port_nets.png
Drawn at 3 px/micron.
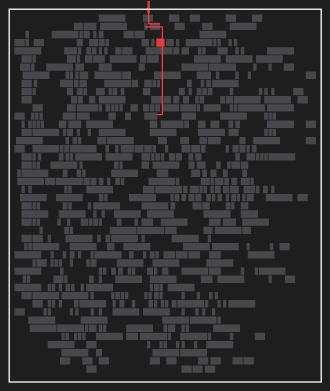
metal_stack.png
Drawn at 3 px/micron.
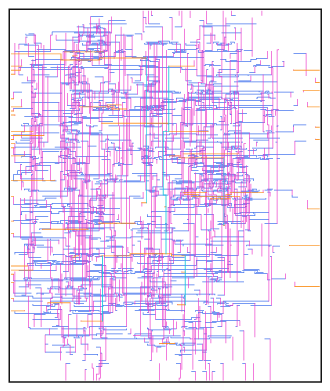
pins.png
Drawn at 2 px/micron. Pins as bars across the die edge, other pins in gray.
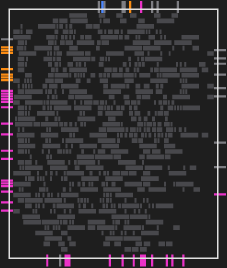
Design imem_loader_flat, sky130hd; sources not shown.
==> results.sh <==
# implementation run metrics
export IMPL_tap_cells=161
export IMPL_nFillCells=1144
export IMPL_crit_type="register to output port"
export IMPL_async_reset_ff_share_pct=100
export IMPL_grt_use_met1_pct=25.4
export IMPL_viasPerCell=5.11
export IMPL_worstPathMaxFanout=13
export IMPL_firstDrtPassIters=8
export IMPL_n_all_inverters=7
export IMPL_hpwl_microns=8060
export IMPL_syn_num_nets=556
export IMPL_synth_area_sq_um=4940
export IMPL_ys_seq_share_pct=52.2
export IMPL_hold_depth=2
export IMPL_ant_nets=0
export IMPL_max_stage_delay_ns=0.66
export IMPL_fin_nets=604
export IMPL_postLayoutCellArea_sq_um=5890
export IMPL_mux_area_share_pct=3.37
export IMPL_largest_register_ffs=32
export IMPL_yosys_area_sq_um=4940
export IMPL_place_congestion=0.855
export IMPL_fp_row_count=44
export IMPL_crit_family="buffers and inverters"
export IMPL_worstPathRequired_ns=3.36
export IMPL_met3_usage_pct=3.37
export IMPL_path_buffers=2
export IMPL_dp_cells=733
export IMPL_min_path_type="register to register"
export IMPL_clk_pin_slew_ns=0.06
export IMPL_syn_area_per_cell_sq_um=9.24
export IMPL_fin_hold_ws_ns=0.473
export IMPL_cp_cell_sequence="nand3b_1, inv_1, clkdlybuf4s50_1"
export IMPL_hold_violations=0
export IMPL_pg_comb_mw=0.507
export IMPL_p_seq_mw=1.17
export IMPL_cts_root_buf="clkbuf_16"
export IMPL_cap_violations=0
export IMPL_dr_first_iter_drc_count=237
export IMPL_crit_cells=3
export IMPL_cts_made_buffers=9
export IMPL_cp_start_kind="register"
export IMPL_fp_util_pct=41.0
export IMPL_power_frac_seq_pct=47.9
export IMPL_drc=0
export IMPL_ys_flop_type="dfrtp_1"
export IMPL_topCellsByArea="dfrtp_1 (52%), nand2_1 (15%), a21oi_1 (3.5%)"
export IMPL_synthCells=535
export IMPL_seqCellArea_sq_um=2580
export IMPL_reg2reg_slack_ns=1.72
export IMPL_outcome="completed"
export IMPL_power_leakage_nw=2.73
export IMPL_grt_overflow=0
export IMPL_max_vdd_ir_drop_v=0.000212
export IMPL_met2_usage_pct=32.3
export IMPL_cts_tree="built"
export IMPL_edf_count=0
export IMPL_cts_setup_buffers=0
export IMPL_ys_cells=535
export IMPL_sh_seq_area_pct=43.8
export IMPL_setup_viol=0
export IMPL_antenna_found_initial=0
export IMPL_bufAreaShareNonClock_pct=10.7
export IMPL_simple_gate_area_share_pct=23.6
export IMPL_route_layer_met1_wl_microns=4960
export IMPL_wl_met3_microns=413
export IMPL_dominant_cells="sequential cells"
About port_nets.png:
| port | color | bits | direction | end cells | buffers | wire |
|---|---|---|---|---|---|---|
| core_reset | red | 1 | output | 1 | 1 | 45.1 microns |
I/O pin cnt: 58
port bufs: 57

About metal_stack.png:
| layer | color | wire length |
|---|---|---|
| met3 | orange | 413 microns |
| met2 | magenta | 5810 microns |
| met1 | blue | 4960 microns |
| met4 | cyan | 174 microns |
DR WL/cell: 15.2 microns
vias post-DR: 3816
Tot GR Track Use: 19.4%
drt total wl: 11400 microns

About pins.png:
| port | color | pins | direction | edge |
|---|---|---|---|---|
| core_reset | blue | 1 | output | top |
| bus_mem_wdata | magenta | 32 | output | 16 left, 14 bottom, 1 top, 1 right |
| bus_in_data | orange | 8 | input | 7 left, 1 top |
Die X: 103 microns
DIE HEIGHT: 124 microns

## cell usage in the layout, fill, tap and decap left out, drive strengths merged, types with 3 or more instances in the layout
cell type / synthesis / final
nand2b: 6 / 6
a31oi: 4 / 4
clkbuf: 12 / 11
a21oi: 35 / 35
mux2: 13 / 13
buf: 16 / 8
xnor2: 11 / 11
dfrtp: 103 / 103
nor2: 22 / 22
o31ai: 5 / 5
nor4: 9 / 9
o22ai: 5 / 5
nand3: 6 / 6
o41ai: 3 / 3
ha: 9 / 9
inv: 7 / 7
or3: 4 / 4
nand2: 196 / 196
clkdlybuf4s50: 0 / 57
o21ai: 21 / 21
xor2: 9 / 9
a211oi: 3 / 3
nor3: 5 / 5
nand4: 4 / 4
